**Wiring by layer**

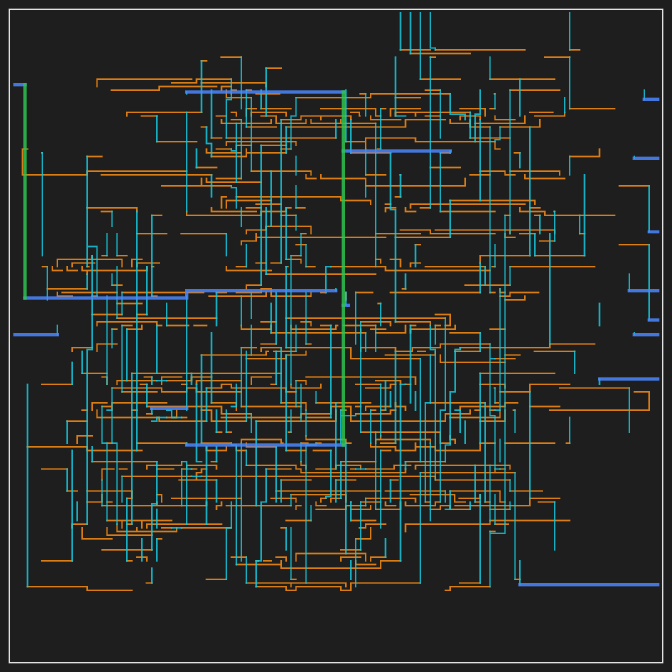
**Cells by drive strength**

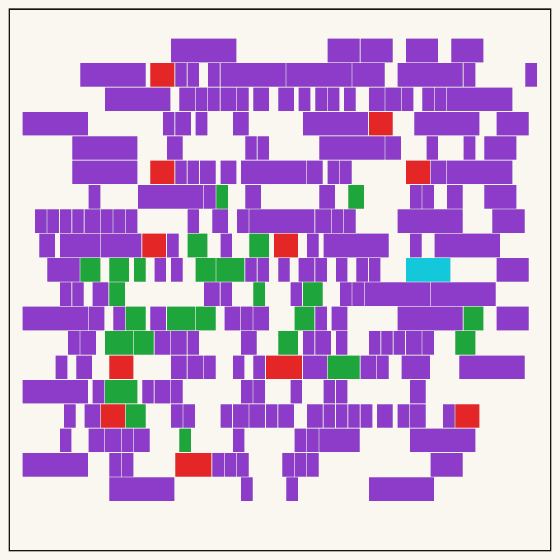
[src/rtl/uart_pkg.sv]
// Shared UART constants and receive FSM state encoding, used by the receiver and transmitter.
package uart_pkg;

    localparam int unsigned OVERSAMPLE      = 16;
    localparam int unsigned MID_TICK        = 7;
    localparam int unsigned DBIT_DEFAULT    = 8;
    localparam int unsigned SB_TICK_DEFAULT = 16;

    typedef enum logic [2:0] {
        ST_IDLE,
        ST_START,
        ST_DATA,
        ST_PARITY,
        ST_STOP
    } rx_state_t;

endpackage

[src/rtl/uart_sync2.sv]
// Two-flop synchroniser for asynchronous single-bit inputs, with a configurable reset value.
module uart_sync2 #(
    parameter logic RST_VAL = 1'b1
) (
    input  logic clk,
    input  logic clear,
    input  logic i_d,
    output logic o_q
);

    logic r_meta;
    logic r_sync;

    always_ff @(posedge clk) begin
        if (clear) begin
            r_meta <= RST_VAL;
            r_sync <= RST_VAL;
        end else begin
            r_meta <= i_d;
            r_sync <= r_meta;
        end
    end

    assign o_q = r_sync;

endmodule

[src/rtl/uart_rx.sv]
// UART receiver: 16x oversampled, mid-bit sampling, start-glitch rejection, framing error flag.
// Optional parity bit and parity_odd input when UART_RX_PARITY_EN is defined.
module uart_rx
    import uart_pkg::*;
#(
    parameter int unsigned DBIT    = DBIT_DEFAULT,
    parameter int unsigned SB_TICK = SB_TICK_DEFAULT
) (
    input  logic            clk,
    input  logic            clear,
    input  logic            rx,
    input  logic            s_tick,
`ifdef UART_RX_PARITY_EN
    input  logic            parity_odd,
`endif
    output logic [DBIT-1:0] dout,
    output logic            rx_done_tick,
    output logic            frame_err,
    output logic            parity_err
);

    // Tick counter must cover both the 16-tick bit period and the stop period.
    localparam int unsigned SB_W = $clog2(SB_TICK);
    localparam int unsigned SW   = (SB_W > 4) ? SB_W : 4;
    localparam int unsigned NW   = $clog2(DBIT);

    logic            w_rx_s;
    rx_state_t       r_state;
    logic [SW-1:0]   r_s;
    logic [NW-1:0]   r_n;
    logic [DBIT-1:0] r_b;
    logic [DBIT-1:0] r_dout;
    logic            r_done;
    logic            r_ferr;
`ifdef UART_RX_PARITY_EN
    logic            r_p;
    logic            r_perr;
`endif

    uart_sync2 #(.RST_VAL(1'b1)) u_sync_rx (
        .clk   (clk),
        .clear (clear),
        .i_d   (rx),
        .o_q   (w_rx_s)
    );

    always_ff @(posedge clk) begin
        if (clear) begin
            r_state <= ST_IDLE;
            r_s     <= '0;
            r_n     <= '0;
            r_b     <= '0;
            r_dout  <= '0;
            r_done  <= 1'b0;
            r_ferr  <= 1'b0;
`ifdef UART_RX_PARITY_EN
            r_p     <= 1'b0;
            r_perr  <= 1'b0;
`endif
        end else begin
            r_done <= 1'b0;
            case (r_state)
                ST_IDLE: begin
                    if (!w_rx_s) begin
                        r_s     <= '0;
                        r_state <= ST_START;
                    end
                end
                ST_START: begin
                    if (s_tick) begin
                        if (r_s == SW'(MID_TICK)) begin
                            if (!w_rx_s) begin
                                r_s     <= '0;
                                r_n     <= '0;
                                r_state <= ST_DATA;
                            end else begin
                                r_state <= ST_IDLE;
                            end
                        end else begin
                            r_s <= r_s + SW'(1);
                        end
                    end
                end
                ST_DATA: begin
                    if (s_tick) begin
                        if (r_s == SW'(OVERSAMPLE - 1)) begin
                            r_s <= '0;
                            r_b <= {w_rx_s, r_b[DBIT-1:1]};
                            if (r_n == NW'(DBIT - 1)) begin
`ifdef UART_RX_PARITY_EN
                                r_state <= ST_PARITY;
`else
                                r_state <= ST_STOP;
`endif
                            end else begin
                                r_n <= r_n + NW'(1);
                            end
                        end else begin
                            r_s <= r_s + SW'(1);
                        end
                    end
                end
`ifdef UART_RX_PARITY_EN
                ST_PARITY: begin
                    if (s_tick) begin
                        if (r_s == SW'(OVERSAMPLE - 1)) begin
                            r_s     <= '0;
                            r_p     <= w_rx_s;
                            r_state <= ST_STOP;
                        end else begin
                            r_s <= r_s + SW'(1);
                        end
                    end
                end
`endif
                ST_STOP: begin
                    // Stop decision uses the sample taken on the final stop tick.
                    if (s_tick) begin
                        if (r_s == SW'(SB_TICK - 1)) begin
                            r_dout  <= r_b;
                            r_ferr  <= ~w_rx_s;
`ifdef UART_RX_PARITY_EN
                            r_perr  <= (^r_b) ^ r_p ^ parity_odd;
`endif
                            r_done  <= 1'b1;
                            r_state <= ST_IDLE;
                        end else begin
                            r_s <= r_s + SW'(1);
                        end
                    end
                end
                default: r_state <= ST_IDLE;
            endcase
        end
    end

    assign dout         = r_dout;
    assign rx_done_tick = r_done;
    assign frame_err    = r_ferr;
`ifdef UART_RX_PARITY_EN
    assign parity_err   = r_perr;
`else
    assign parity_err   = 1'b0;
`endif

endmodule

[config.mk]
export PLATFORM = sky130hd
export DESIGN_NAME = uart_rx
export DESIGN_NICKNAME = d
export VERILOG_FILES = /design/src/rtl/uart_pkg.sv /design/src/rtl/uart_sync2.sv /design/src/rtl/uart_rx.sv
export SDC_FILE = /design/constraint.sdc
export NUM_CORES = 1
export LEC_CHECK = 0
export ABC_AREA = 1
export CAP_MARGIN = 10
export CORE_UTILIZATION = 45
export CTS_BUF_LIST = sky130_fd_sc_hd__clkbuf_4 sky130_fd_sc_hd__clkbuf_8 sky130_fd_sc_hd__clkbuf_16
export DETAILED_ROUTE_END_ITERATION = 10
export PLACE_DENSITY = 0.74
export SYNTH_ARGS = -nofsm -noshare
export SYNTH_HDL_FRONTEND = slang
export SYNTH_SLANG_ARGS = --single-unit
[constraint.sdc]
create_clock -name clk -period 2.1 [get_ports clk]
set_input_delay 0.63 -clock clk [delete_from_list [all_inputs] [get_ports clk]]
set_output_delay 0.63 -clock clk [all_outputs]
set_load 0.005 [all_outputs]
==> results.cfg <==
; flow metrics
[cells_and_area]
drive_above_1_share = 0.151
finalNonFillerCells = 289
utilization = 0.565
fillers = 307
final_cell_mix = nor2_1, nand2_1, dfxtp_1
final_nets = 251
final_common_cell = nor2_1
n_antenna_cell = 0
logic_area_sq_um = 803
regArea_sq_um = 601

[worst_setup_path]
path_max_fanout = 2
cp_slowest_stage_delay_ns = 0.50
crit_family = buffers and inverters
crit_start = dout[7]
cp_num_cells = 1
path_buffers = 1
reg2reg_to = frame_err
rr_startpoint = r_s[0]
required_ns = 1.47
critPathLaunchType = flop
crit_path_end_kind = output pin
worstSetupPathType = reg2out
arrival_ns = 1.18
rrSetupSlack_ns = 0.40
r2r_cells = 7
crit_path_top_delay_cell = clkdlybuf4s50_1
path_cells = clkdlybuf4s50_1
crit_end = dout[7]

[logic_synthesis]
ys_sh_xor = 0.00573
synth_cell_type_count = 23
edf_count = 0
mux_area_frac = 0
top_cells_by_area = dfxtp_1, nor2_1, nand2_1
adder_share = 0.0245
yosys-stat-cells = 225
synth_warnings = 0
syn-cell-area_sq_mm = 0.00153
yosysSeqAreaShare = 0.393
aoi_share = 0.122
synth_top_cell_by_area = dfxtp_1
common_cells = nor2_1, nand2_1, dfxtp_1
top_area_frac = 0.393
ys_area_sq_mm = 0.00153
async_flop_share = 0
ys.flops = 30
synth.net_count = 232
syn_inst = 225
synth.most_common_cell = nor2_1
simple_gate_area_frac = 0.371
ff_type = dfxtp_1
syn_area_per_cell_sq_um = 6.80
logic_family = simple AND/OR/NAND/NOR gates

[global_routing]
grt_max_degree = 20
grt_pass1_vias = 1130
use_met1 = 0.278
grt_use_total = 0.193
globalRouteOverflowTotal = 0
grt_antenna_before_repair = 0
use_met3 = 0.0736
grt_pass1_wl_um = 5130
top_usage_layer = met1
grt_use_met2 = 0.251

[power]
p_int_mw = 1.11
p_seq_frac = 0.359
p_switching_mw = 0.842
leakagePower_nw = 0.823
p_sw_frac = 0.431
total_power_mw = 1.95
ir_drop_mv = 0.681
power_density_mw_per_mm2 = 1110
combPwrFrac = 0.449
clkPwrFrac = 0.192

[clock_network]
clk_pin_slew_ns = 0.09
ctsRootBufferMaster = clkbuf_4
cts_resized = 0
cts.sinks = 30
post_cts_buffers = 0
clk_latency_ns = 0.33
postCtsHoldBufs = 0
cts_buffers = 5
cts_tree = done
htree_num_levels = 2
cts_buffer_depth = 2

[worst_hold_path]
worstHoldPathType = reg2reg
holdCritStartpoint = u_sync_rx.r_meta
whs_path_depth = 1
hold_end = u_sync_rx.o_q

[place]
gp_routability_congestion = 0.888
hpwl_um = 2110
place_inst = 281
place_worst_setup_slack_ns = 0.147
io_buffers = 13
dpl_cell_area_sq_mm = 0.00170

[timing]
clock_skew_ns = 0.00749
finalMaxSlewViolations = 0
whs_ns = 0.428
min_period_ns = 1.81
totalNegativeSetupSlack_ns = 0
hold_viol = 0
post-route-period-util = 0.862
layout_setup_ws_ns = 0.289
fmax_ghz = 0.552
rsz0062_at_grt = no
setup_viol = 0

[flow_run]
warnings = 26
cap_violations = 0

[die]
rows = 20
die_height_um = 60.3
die-area_sq_mm = 0.00363
io_pins = 15
fp_util = 0.489
core-area_sq_mm = 0.00313
die_width_um = 60.3

[detailed_routing]
wl_per_cell_um = 10.3
drt_first_pass_iters = 4
drt_iter0_markers = 72
vias_per_cell = 4.73
ant_nets = 0
drt_drc_violations_left = 0

[status]
outcome = finished, final reports clean
Back to the opening pictures, 'wiring by layer':
- cyan: M2 (wire length 1230 um)
- blue: M3 (wire length 104 um)
- orange: M1 (wire length 1590 um)
- green: M4 (wire length 52.4 um)
Routed WL: 2970 um
routed via count: 1368

Back to the opening pictures, 'cells by drive strength':
- cyan: x6 and larger (cells 1; share 0.41%)
- purple: x1 and smaller (cells 208; share 85%)
- green: x2 (cells 25; share 10%)
- red: x3 and x4 (cells 11; share 4.5%)
Non-clk bufs: 16
Final Cell Area: 0.00177 sq mm
Layout area overhead: 15.5%

==> power by group through the flow <==
stage | Clock, mW | Combinational (mW) | Sequential [mW]
global route | 0.417 | 1.01 | 0.713
finish | 0.375 | 0.878 | 0.702
detailed placement | 0 | 0.873 | 0.715
floorplan | 0 | 0.754 | 0.697
global placement | 0 | 0.863 | 0.713
CTS | 0.388 | 0.877 | 0.703
==> cell type report <==
type / instances / share of cell area
inverters: 24 / 0.0517
repair buffers: 16 / 0.0864
flip-flops and latches: 30 / 0.340
clock inverters: 1 / 0.00283
clock buffers: 7 / 0.0333
well taps: 44 / 0.0312
multi-input cells: 167 / 0.455
==> per-layer routing <==
metal  vias up  share of wire
met3         6          0.035
met2        16           0.41
met4         0          0.018
met5         -              0
li1        749              -
met1       597           0.53
Power and IR drop assume default switching activity.
